Run 1, met1 routing:
The bar under the picture is 50 um long. Cells faint in the background.
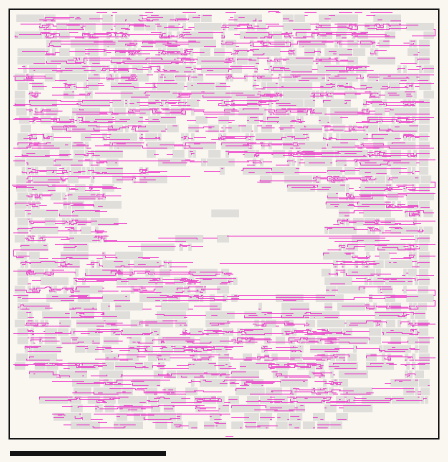
Run 1, M2 wires:
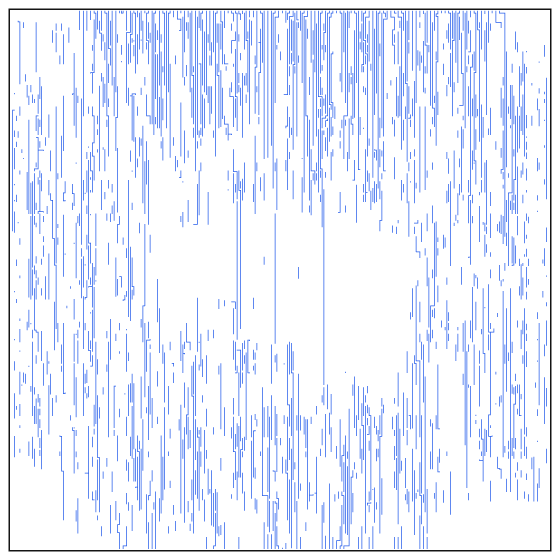
Run 1, the metal 3 layer:
The bar under the picture is 50 um long.
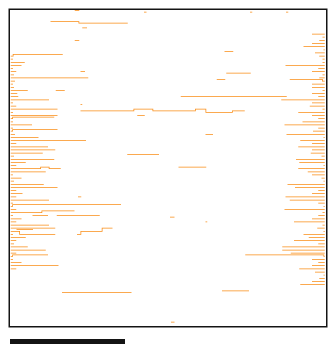
==> src/rtl/vc_table_pkg.sv <==
// Shared types and helpers for the runtime-programmable VC lookup shim.
// The entry struct uses the bundle's router/VC address widths.
package vc_table_pkg;

  localparam int ENTRY_DEST_W = 4;
  localparam int ENTRY_VC_W   = 2;

  typedef struct packed {
    logic [ENTRY_DEST_W-1:0] dest;
    logic [ENTRY_VC_W-1:0]   vc;
  } vc_entry_t;

  function automatic int clog2_min1(input int n);
    return (n <= 1) ? 1 : $clog2(n);
  endfunction

endpackage

==> src/rtl/vc_table_cam.sv <==
// Combinational destination match over the VC table.
// The highest-index matching entry wins; no match falls back to entry 0.
module vc_table_cam
  import vc_table_pkg::*;
#(
  parameter int NUM_ENTRIES = 4
) (
  input  vc_entry_t [NUM_ENTRIES-1:0] entries,
  input  logic [ENTRY_DEST_W-1:0]     dest,
  output logic [ENTRY_VC_W-1:0]       vc,
  output logic                        miss
);

  always_comb begin
    vc   = entries[0].vc;
    miss = 1'b1;
    // Ascending scan: later matches overwrite earlier ones.
    for (int k = 0; k < NUM_ENTRIES; k++) begin
      if (entries[k].dest == dest) begin
        vc   = entries[k].vc;
        miss = 1'b0;
      end
    end
  end

endmodule

==> src/rtl/vc_table_dyn.sv <==
// VC tagging shim: looks up the destination VC per flit (or per packet when
// locked), with a one-entry registered output stage and a writable table.
module vc_table_dyn
  import vc_table_pkg::*;
#(
  parameter int N_ADDR_WIDTH  = ENTRY_DEST_W,
  parameter int VC_ADDR_WIDTH = ENTRY_VC_W,
  parameter int DATA_WIDTH    = 128,
  parameter int NUM_ENTRIES   = 4,
  parameter int IDX_WIDTH     = clog2_min1(NUM_ENTRIES),
  parameter logic [N_ADDR_WIDTH-1:0]  DEST [0:NUM_ENTRIES-1] = '{default: 1},
  parameter logic [VC_ADDR_WIDTH-1:0] VC   [0:NUM_ENTRIES-1] = '{default: 1},
  parameter bit PACKET_LOCK = 1'b1
) (
  input  logic                     clk,
  input  logic                     rst_n,
  input  logic [DATA_WIDTH-1:0]    i_data,
  input  logic [N_ADDR_WIDTH-1:0]  i_dest,
  input  logic                     i_sop,
  input  logic                     i_eop,
  input  logic                     i_valid,
  output logic                     o_ready,
  output logic [DATA_WIDTH-1:0]    o_data,
  output logic [N_ADDR_WIDTH-1:0]  o_dest,
  output logic                     o_sop,
  output logic                     o_eop,
  output logic [VC_ADDR_WIDTH-1:0] o_vc,
  output logic                     o_miss,
  output logic                     o_valid,
  input  logic                     i_ready,
  input  logic                     cfg_wr,
  input  logic [IDX_WIDTH-1:0]     cfg_idx,
  input  logic [N_ADDR_WIDTH-1:0]  cfg_dest,
  input  logic [VC_ADDR_WIDTH-1:0] cfg_vc,
  output logic [15:0]              miss_count
);

  vc_entry_t [NUM_ENTRIES-1:0] tbl;
  vc_entry_t [NUM_ENTRIES-1:0] tbl_rst;

  logic                     accept;
  logic                     idx_ok;
  logic [VC_ADDR_WIDTH-1:0] look_vc;
  logic                     look_miss;
  logic                     use_lock;
  logic [VC_ADDR_WIDTH-1:0] sel_vc;
  logic                     sel_miss;
  logic                     lock_valid;
  logic [VC_ADDR_WIDTH-1:0] lock_vc;

  always_comb begin
    tbl_rst = '0;
    for (int k = 0; k < NUM_ENTRIES; k++) begin
      tbl_rst[k].dest = DEST[k];
      tbl_rst[k].vc   = VC[k];
    end
  end

  assign o_ready = !o_valid || i_ready;
  assign accept  = i_valid && o_ready;
  assign idx_ok  = int'(cfg_idx) < NUM_ENTRIES;

  vc_table_cam #(
    .NUM_ENTRIES(NUM_ENTRIES)
  ) u_cam (
    .entries(tbl),
    .dest   (i_dest),
    .vc     (look_vc),
    .miss   (look_miss)
  );

  // Body flits of a locked packet reuse the head's VC and never count as misses.
  assign use_lock = PACKET_LOCK && lock_valid && !i_sop;
  assign sel_vc   = use_lock ? lock_vc : look_vc;
  assign sel_miss = use_lock ? 1'b0 : look_miss;

  // Writes land at the edge, so a same-cycle lookup sees the old table.
  always_ff @(posedge clk or negedge rst_n) begin
    if (!rst_n) begin
      tbl <= tbl_rst;
    end else if (cfg_wr && idx_ok) begin
      tbl[cfg_idx].dest <= cfg_dest;
      tbl[cfg_idx].vc   <= cfg_vc;
    end
  end

  always_ff @(posedge clk or negedge rst_n) begin
    if (!rst_n) begin
      lock_valid <= 1'b0;
      lock_vc    <= '0;
    end else if (PACKET_LOCK && accept) begin
      if (i_sop) begin
        lock_vc    <= look_vc;
        lock_valid <= !i_eop;
      end else if (i_eop) begin
        lock_valid <= 1'b0;
      end
    end
  end

  always_ff @(posedge clk or negedge rst_n) begin
    if (!rst_n) begin
      o_valid <= 1'b0;
      o_data  <= '0;
      o_dest  <= '0;
      o_sop   <= 1'b0;
      o_eop   <= 1'b0;
      o_vc    <= '0;
      o_miss  <= 1'b0;
    end else if (accept) begin
      o_valid <= 1'b1;
      o_data  <= i_data;
      o_dest  <= i_dest;
      o_sop   <= i_sop;
      o_eop   <= i_eop;
      o_vc    <= sel_vc;
      o_miss  <= sel_miss;
    end else if (i_ready) begin
      o_valid <= 1'b0;
    end
  end

  always_ff @(posedge clk or negedge rst_n) begin
    if (!rst_n) begin
      miss_count <= '0;
    end else if (accept && sel_miss && (miss_count != 16'hFFFF)) begin
      miss_count <= miss_count + 16'd1;
    end
  end

endmodule
==> config.mk <==
export PLATFORM = sky130hd
export DESIGN_NAME = vc_table_dyn
export DESIGN_NICKNAME = d
export VERILOG_FILES = /design/src/rtl/vc_table_pkg.sv /design/src/rtl/vc_table_cam.sv /design/src/rtl/vc_table_dyn.sv
export SDC_FILE = /design/constraint.sdc
export NUM_CORES = 1
export LEC_CHECK = 0
export CORE_MARGIN = 1
export CORE_UTILIZATION = 40
export CTS_CLUSTER_SIZE = 14
export DETAILED_ROUTE_END_ITERATION = 8
export GPL_TIMING_DRIVEN = 0
export PLACE_DENSITY_LB_ADDON = 0.3
export SETUP_SLACK_MARGIN = 0.1
export SLEW_MARGIN = 20
export SYNTH_ARGS = -nofsm -noshare
export SYNTH_HDL_FRONTEND = slang
export SYNTH_SLANG_ARGS = --single-unit
export TNS_END_PERCENT = 1
==> constraint.sdc <==
create_clock -name clk -period 2.17 [get_ports clk]
set_input_delay 0.434 -clock clk [delete_from_list [all_inputs] [get_ports clk]]
set_output_delay 0.434 -clock clk [all_outputs]
set_load 0.1 [all_outputs]
==> flow_summary.json, run 1 <==
{
  "pwr-share-clk_pct": 25.1,
  "slowest_delay_ns": 0.84,
  "top_regs": "o_data x128, tbl x24, miss_count x16",
  "core_area_um2": 18000,
  "aoi_share_pct": 0.889,
  "use_met3_pct": 6.40,
  "avgRoutedWirePerCell_um": 15.6,
  "crit_fanout": 2,
  "outcome": "finished with violations",
  "ys_top_cells_by_count": "nand2_1, dfrtp_1, mux2_2",
  "die_y_um": 137,
  "cts_resized": 361,
  "violations": "hold timing",
  "hold_slack_ns": -0.0106,
  "syn_area_per_cell_um2": 9.87,
  "synth.comb.largest_family": "simple AND/OR/NAND/NOR gates",
  "hold_viol": 6,
  "cts-root-buf": "clkbuf_16",
  "mostFrequentLayoutCells": "nand2_1, dfrtp_1, clkdlybuf4s50_1, clkdlybuf4s15_1, clkdlybuf4s15_2",
  "postCtsSetupRepairBufs": 0,
  "path_delay_family": "buffers and inverters"
}
Back to the opening pictures, 'met1 routing':
share of all routed wire: 43%
main direction: horizontal
nets with wire on the layer: 1048

Back to the opening pictures, 'M2 wires':
share of all routed wire: 48%
wire length on this layer: 9730 um
main direction: vertical
longest straight run: 56.8 um
nets with wire on the layer: 983

Back to the opening pictures, 'the metal 3 layer':
longest straight run: 46.9 um
nets with wire on the layer: 163
share of all routed wire: 7.5%

run 1: path summary, 6_finish.rpt:
kind,depth (start not counted),to,from,slack [ns]
max in group asynchronous,2,miss_count[7],rst_n,1.25
setup / recovery,1,o_data[95],o_data[95],0.11
hold reg to reg,2,o_data[33],o_data[33],0.47
setup reg to reg,6,miss_count[1],miss_count[0],0.20
hold / removal,1,o_data[49],rst_n,-0.01
min in group clk,2,o_dest[1],i_dest[1],0.30
run 1: final cells by class:
type | instances | area share, %
Buffer | 36 | 1.56
Timing Repair Buffer | 298 | 27.1
Multi-Input combinational cell | 524 | 23.2
Sequential cell | 181 | 40.4
Clock inverter | 10 | 1.08
Inverter | 1 | 0.0333
Tap cell | 229 | 2.54
Clock buffer | 21 | 4.08
Run 1, clock nets:
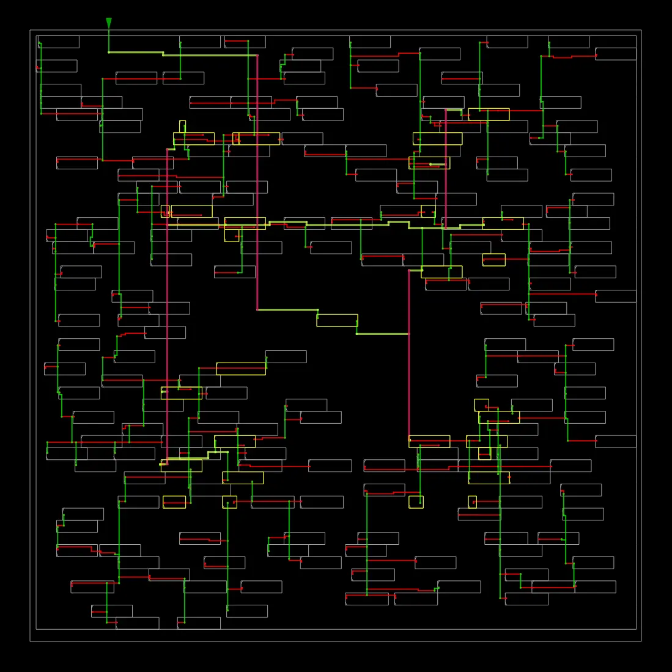

==> inputs of run 2 (changes only) <==
--- a/config.mk
+++ b/config.mk
@@ -12,6 +12,7 @@
 export GPL_TIMING_DRIVEN = 0
 export PLACE_DENSITY_LB_ADDON = 0.3
 export SETUP_SLACK_MARGIN = 0.1
+export SKIP_CTS_REPAIR_TIMING = 1
 export SLEW_MARGIN = 20
 export SYNTH_ARGS = -nofsm -noshare
 export SYNTH_HDL_FRONTEND = slang
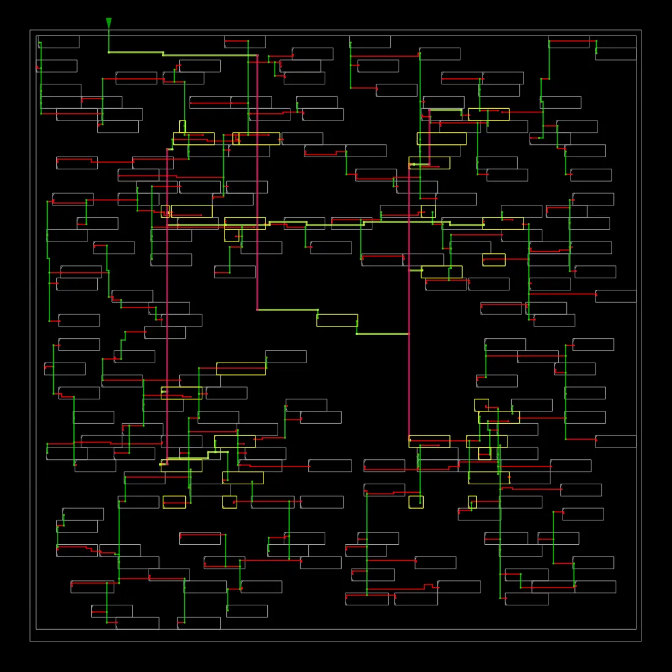
Run 2: clock nets
insertion delay to the later sink of the worst-skew pair: 0.42 ns
clock buffer count: 21

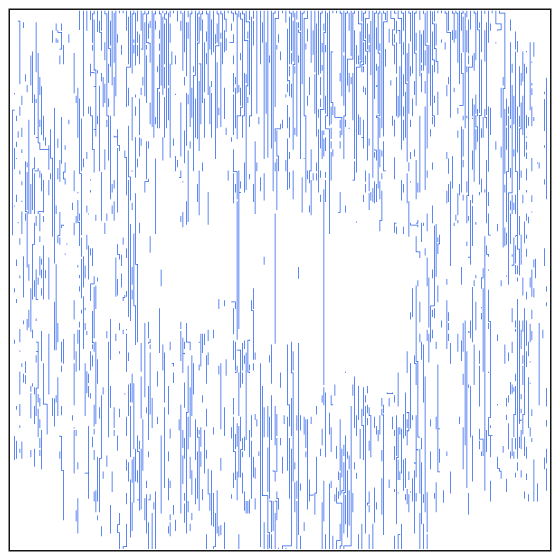
Run 2: M2 wires
nets with wire on the layer: 993
share of all routed wire: 49%
wire length on this layer: 10100 um

==> flow_summary.json, run 2 <==
{
  "wl_met1_mm": 8.77,
  "violations": "hold timing",
  "die_x_um": 137,
  "ys.flops": 181,
  "yosysChipArea_um2": 7320,
  "slowest_delay_ns": 0.77,
  "ys_top_cells_by_count": "nand2_1, dfrtp_1, mux2_2",
  "crit_fanout": 4,
  "cts-root-buf": "clkbuf_16",
  "synth.comb.largest_family": "simple AND/OR/NAND/NOR gates",
  "yosys_most_used_dff": "dfrtp_1",
  "worst-r2r-setup-slack_ns": 0.25,
  "powerSeq_mw": 4.20,
  "path_delay_family": "buffers and inverters",
  "hold_slack_ns": -0.0128,
  "hold_viol": 7,
  "cts_tree": "yes",
  "crit_end": "miss_count[11]",
  "top_regs": "o_data x128, tbl x24, miss_count x16",
  "r2r-start": "tbl[14]",
  "avgRoutedWirePerCell_um": 15.9,
  "r2r_cells": 5,
  "cp.depth": 1,
  "worst-path-buf-inv": 1,
  "core_area_um2": 18000,
  "rsz0062_at_grt": "true",
  "pwr-share-clk_pct": 24.9,
  "worst_pin_slew_ns": 1.08,
  "die_y_um": 137,
  "syn_area_per_cell_um2": 9.87,
  "clockBufferDepth": 2,
  "aoi_share_pct": 0.889,
  "min_path_type": "input port to async pin",
  "grt-ovfl-total": 0,
  "grt_pass1_wl_mm": 30.7,
  "mostFrequentLayoutCells": "nand2_1, dfrtp_1, dlymetal6s2s_1, clkdlybuf4s50_1, mux2_2",
  "timing.rr.end": "miss_count[1]",
  "use_met3_pct": 6.55,
  "lay_top_count": "nand2_1",
  "critPathLaunch": "miss_count[11]",
  "htree_levels": 4,
  "outcome": "finished with violations",
  "net-switching-power_mw": 5.45
}
[run 2: metrics by stage]
stage	instances	setup TNS, ns
global placement	1268	-1304.65
finish	1300	0
floorplan	742	0
CTS	1300	-42.29
detailed placement	1269	-62.05
global route	1300	0
[run 2: cell families (layout without fill, tap and decap cells)]
logic type / after synthesis / count (layout)
buffers and inverters: 37 / 366
muxes: 33 / 33
and+or+nand+nor: 451 / 451
AOI/OAI and AO/OA: 8 / 8
adders and majority gates: 1 / 1
DFF: 181 / 181
xor gates and xnor gates: 31 / 31
[run 2: cell type report]
cell class / instances / area (um^2)
repair buffers: 298 / 3360
flip-flops and latches: 181 / 4550
clock inverters: 10 / 121
well taps: 229 / 287
fillers: 1443 / 6370
multi-input cells: 524 / 2630
clock buffers: 21 / 460
plain buffers: 36 / 174
inverters: 1 / 3.75
Power is estimated from default activity; no workload was simulated.
